**Track usage over the die**

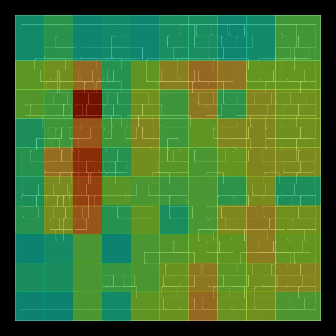
**I/O pins on the die edge**

Pins as bars across the die edge, other pins in grey.
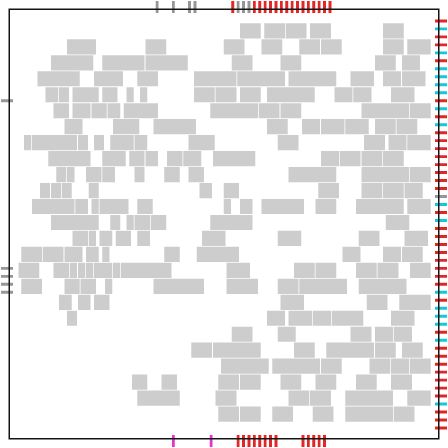
**Placement by cell class**

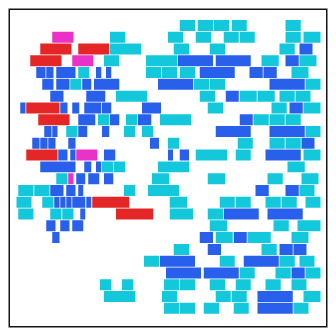
**Wiring by layer**

Only two layers are drawn.
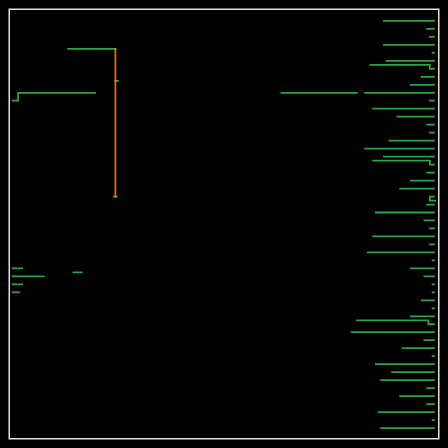
**Clock distribution**

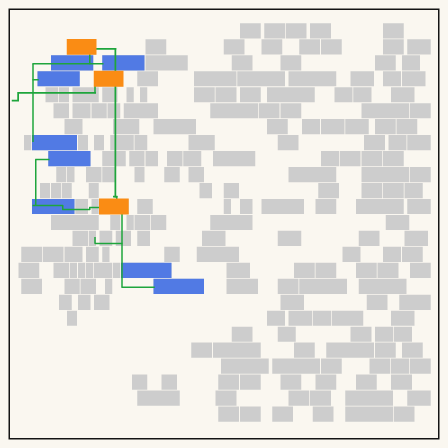
File: src/rtl/fifo_arb_pkg.sv
// Shared types and constants for the FIFO write arbiter.
package fifo_arb_pkg;

    typedef enum logic {
        IDLE  = 1'b0,
        BURST = 1'b1
    } state_t;

    localparam int DEF_NUM_REQ   = 4;
    localparam int DEF_BURST_LEN = 4;
    localparam int STATS_W       = 16;

endpackage

File: src/rtl/fifo_wr_arbiter_rr_pick.sv
// Rotating-priority picker: the first set request after last_grant wins.
module rr_pick #(
    parameter int NUM_REQ = 4,
    parameter int IW      = 2
) (
    input  logic [NUM_REQ-1:0] req,
    input  logic [IW-1:0]      last_grant,
    output logic [IW-1:0]      winner,
    output logic               any_req
);

    int   w_idx;
    logic w_found;

    always_comb begin
        winner  = '0;
        w_found = 1'b0;
        w_idx   = 0;
        for (int k = 1; k <= NUM_REQ; k++) begin
            w_idx = int'(last_grant) + k;
            if (w_idx >= NUM_REQ) begin
                w_idx = w_idx - NUM_REQ;
            end
            if (!w_found && req[w_idx]) begin
                winner  = IW'(w_idx);
                w_found = 1'b1;
            end
        end
    end

    assign any_req = |req;

endmodule

File: src/rtl/fifo_wr_arbiter.sv
// Round-robin burst arbiter feeding a single-clock FIFO write port.
// Optional per-requester word counters are enabled with FIFO_WR_ARB_STATS_EN.
module fifo_wr_arbiter
    import fifo_arb_pkg::*;
#(
    parameter int DATA_WIDTH = 16,
    parameter int NUM_REQ    = DEF_NUM_REQ,
    parameter int BURST_LEN  = DEF_BURST_LEN
) (
    input  logic                          clk,
    input  logic                          reset,
    input  logic [NUM_REQ-1:0]            req_valid,
    input  logic [NUM_REQ*DATA_WIDTH-1:0] req_data,
    output logic [NUM_REQ-1:0]            req_ready,
    input  logic                          fifo_full,
    output logic                          fifo_wen,
    output logic [DATA_WIDTH-1:0]         fifo_data_in,
    output logic [$clog2(NUM_REQ)-1:0]    grant_id,
    output logic                          busy
`ifdef FIFO_WR_ARB_STATS_EN
    ,
    output logic [NUM_REQ*STATS_W-1:0]    grant_words
`endif
);

    localparam int GW = $clog2(NUM_REQ);
    localparam int BW = $clog2(BURST_LEN + 1);

    state_t             r_state;
    state_t             w_state_next;
    logic [GW-1:0]      r_grant_id;
    logic [GW-1:0]      r_last_grant;
    logic [BW-1:0]      r_beat_cnt;
    logic [GW-1:0]      w_winner;
    logic               w_any_req;
    logic               w_lane_valid;
    logic               w_wen;
    logic               w_last_beat;
    logic [DATA_WIDTH-1:0] w_lane [NUM_REQ];

    generate
        for (genvar gi = 0; gi < NUM_REQ; gi++) begin : g_lane
            assign w_lane[gi] = req_data[gi*DATA_WIDTH +: DATA_WIDTH];
        end
    endgenerate

    rr_pick #(
        .NUM_REQ (NUM_REQ),
        .IW      (GW)
    ) u_rr_pick (
        .req        (req_valid),
        .last_grant (r_last_grant),
        .winner     (w_winner),
        .any_req    (w_any_req)
    );

    assign w_lane_valid = req_valid[r_grant_id];
    assign w_wen        = (r_state == BURST) && w_lane_valid && !fifo_full;
    assign w_last_beat  = (r_beat_cnt == BW'(BURST_LEN - 1));

    always_ff @(posedge clk) begin
        if (reset) begin
            r_state <= IDLE;
        end else begin
            r_state <= w_state_next;
        end
    end

    always_comb begin
        w_state_next = r_state;
        case (r_state)
            IDLE: begin
                if (!fifo_full && w_any_req) begin
                    w_state_next = BURST;
                end
            end
            BURST: begin
                // A dropped valid ends the burst even while the FIFO is full.
                if (!w_lane_valid || (w_wen && w_last_beat)) begin
                    w_state_next = IDLE;
                end
            end
            default: w_state_next = IDLE;
        endcase
    end

    always_ff @(posedge clk) begin
        if (reset) begin
            r_grant_id   <= '0;
            r_beat_cnt   <= '0;
            r_last_grant <= GW'(NUM_REQ - 1);
        end else begin
            if (r_state == IDLE && w_state_next == BURST) begin
                r_grant_id <= w_winner;
                r_beat_cnt <= '0;
            end
            if (w_wen) begin
                r_beat_cnt <= r_beat_cnt + 1'b1;
            end
            if (r_state == BURST && w_state_next == IDLE) begin
                r_last_grant <= r_grant_id;
            end
        end
    end

    always_comb begin
        req_ready    = '0;
        fifo_data_in = '0;
        if (r_state == BURST) begin
            req_ready[r_grant_id] = !fifo_full;
            fifo_data_in          = w_lane[r_grant_id];
        end
    end

    assign fifo_wen = w_wen;
    assign grant_id = r_grant_id;
    assign busy     = (r_state == BURST);

`ifdef FIFO_WR_ARB_STATS_EN
    generate
        for (genvar gi = 0; gi < NUM_REQ; gi++) begin : g_stats
            logic [STATS_W-1:0] r_words;
            always_ff @(posedge clk) begin
                if (reset) begin
                    r_words <= '0;
                end else if (w_wen && r_grant_id == GW'(gi) && r_words != '1) begin
                    r_words <= r_words + 1'b1;
                end
            end
            assign grant_words[gi*STATS_W +: STATS_W] = r_words;
        end
    endgenerate
`endif

endmodule

File: config.mk
export PLATFORM = sky130hd
export DESIGN_NAME = fifo_wr_arbiter
export DESIGN_NICKNAME = d
export VERILOG_FILES = /design/src/rtl/fifo_arb_pkg.sv /design/src/rtl/fifo_wr_arbiter_rr_pick.sv /design/src/rtl/fifo_wr_arbiter.sv
export SDC_FILE = /design/constraint.sdc
export NUM_CORES = 1
export LEC_CHECK = 0
export CELL_PAD_IN_SITES_DETAIL_PLACEMENT = 0
export CELL_PAD_IN_SITES_GLOBAL_PLACEMENT = 1
export CORE_UTILIZATION = 20
export DETAILED_ROUTE_END_ITERATION = 16
export PLACE_DENSITY_LB_ADDON = 0.25
export SLEW_MARGIN = 20
export SYNTH_ARGS = -nofsm -noshare
export SYNTH_HDL_FRONTEND = slang
export SYNTH_SLANG_ARGS = --single-unit
File: constraint.sdc
create_clock -name clk -period 1.7 [get_ports clk]
set_input_delay 0.17 -clock clk [delete_from_list [all_inputs] [get_ports clk]]
set_output_delay 0.17 -clock clk [all_outputs]
set_load 0.05 [all_outputs]
==> impl_metrics.ini <==
; generated from flow reports
[outcome]
status = finished with violations
violations = negative setup slack

[worst_setup_path]
worstPathMaxFanout = 5
startpoint = grant_id[0]
r2r-start = grant_id[0]
critical_path_class = flip-flop to output pin
start_kind = flip-flop
rr_worst_depth = 7
reg2reg_slack_ns = 0.14

[finish]
seq_cells = 8
nClkBuffers = 4
finalInstanceArea_um2 = 2380
drive_gt1_share_pct = 42.5
logic_area_um2 = 836
seq_area_share_pct = 7.09
final_cells = 279
layout_top_cell = clkdlybuf4s50_1
dominant-cell-class = buffers
register_area_um2 = 169
inverters = 6
mostFrequentLayoutCells = clkdlybuf4s50_1, mux4_2, buf_6, buf_4, and2_4
area_growth_pct = 137
nMultiInputCombCells = 79
clock_cell_area_share_pct = 1.89
sh_comb_area_pct = 35.1
nets = 286

[placement]
gp_congestion = 0.753
dpl.hpwl_mm = 3.10
portBuffers = 94
dp_slack_ns = -0.0276
placedCellCount = 266

[synthesis]
synthesis.nets = 174
adder_share_pct = 2.49
synth-edff-count = 0
simple_gate_area_share_pct = 23.4
topCellsByArea = mux4_2, dfxtp_1, and2_1, ha_1, o21ai_0
synth_cell_types = 34
ys.flops = 8
syn_inst = 101
ys_sh_xor_pct = 0
synthMuxAreaShare_pct = 38.1
ys_chip_area_um2 = 1010
yosysTopAreaCell = mux4_2
top_cells_by_count = mux4_2, and2_1, dfxtp_1, clkbuf_1

[grt]
grt-ovfl-total = 0
grt_pass1_wl_mm = 6.13

[floorplan]
tap_cells = 67
core_area_um2 = 4790
chipWidth_um = 72.9
rows = 25
fp_util_pct = 21.0

[power_and_ir_drop]
power.density_nw_per_um2 = 510
total_leakage_power_nw = 0.968
max-vdd-ir-drop_v = 0.000416

[clocking]
cts_htree_levels = 1
cts_sinks = 8
insertion_delay_ns = 0.24
clock_path_buffers = 2
cts_tree = yes
cts-buffers-inserted = 3
ctsRootBufferMaster = clkbuf_8
holdBufCountCts = 0

[detailed_routing]
first_pass_iters = 4
met2_length_mm = 1.98
routed_wirelength_mm = 3.97
routed_via_density = 4.59
met3_length_um = 310

[final_timing]
timing.slew.headroom_pct = 67.2
fin_crit_sh_pct = 102
fin_ws_ns = -0.0332
period_minus_slack_ns = 1.73
fmax_mhz = 577
final_max_slew_viol_count = 0
setup_viol = 16

[job]
warnings = 29
## Picture notes: 'track usage over the die'
post-layout util: 49.8%
GR Util All Layers: 14.9%
GR Util met2: 28.2%
met3 Use GR: 2.49%

## Picture notes: 'I/O pins on the die edge'
| colour | port | pins | direction | edge |
|---|---|---|---|---|
| cyan | fifo_data_in | 16 | output | right |
| red | req_data | 64 | input | 35 right, 16 top, 13 bottom |
| magenta | grant_id | 2 | output | bottom |
all pins by edge: 52 right, 23 top, 15 bottom, 5 left

## Picture notes: 'placement by cell class'
| colour | class | cells |
|---|---|---|
| blue | remaining logic cells | 85 |
| red | registers | 8 |
| cyan | remaining buffers and delay cells | 115 |
| magenta | clock drivers and dummy loads | 4 |

## Picture notes: 'wiring by layer'
| colour | layer | wire length |
|---|---|---|
| orange | M4 | 25.2 µm |
| green | M3 | 311 µm |

## Picture notes: 'clock distribution'
[blue] flip-flops | count: 8
[green] clock wires | length: 137 µm
[orange] clock-net drivers | count: 3
routed clock nets: 4

state kept, by name (all words and copies together) (netlist names):
register      cells
r_last_grant      2
grant_id          2
r_beat_cnt        3
busy              1
repair_timing:
action,4_1_cts,5_1_grt
pin swaps,1,1
endpoints found under the setup margin,17,18
gates resized,25,3
cloned,0,0
buffers inserted,9,0
layer usage:
metal	vias up	global-route usage (%)
met5	-	0
met4	0	2.61
met3	3	2.49
met2	64	28.2
met1	597	17.8
li1	616	-
power by group:
group / total, mW / internal [mW] / switching [mW]
logic: 0.749 / 0.439 / 0.310
clock network: 0.244 / 0.163 / 0.0808
registers: 0.222 / 0.201 / 0.0212
total: 1.22 / 0.803 / 0.412
critical path: stages (launching register included):
cell and delay, ns:
dfxtp_4 0.38, buf_8 0.13, mux4_2 0.50, and2_4 0.17
buf_6 0.14
Power figures rest on the tool's default switching activity, not on a simulated workload.
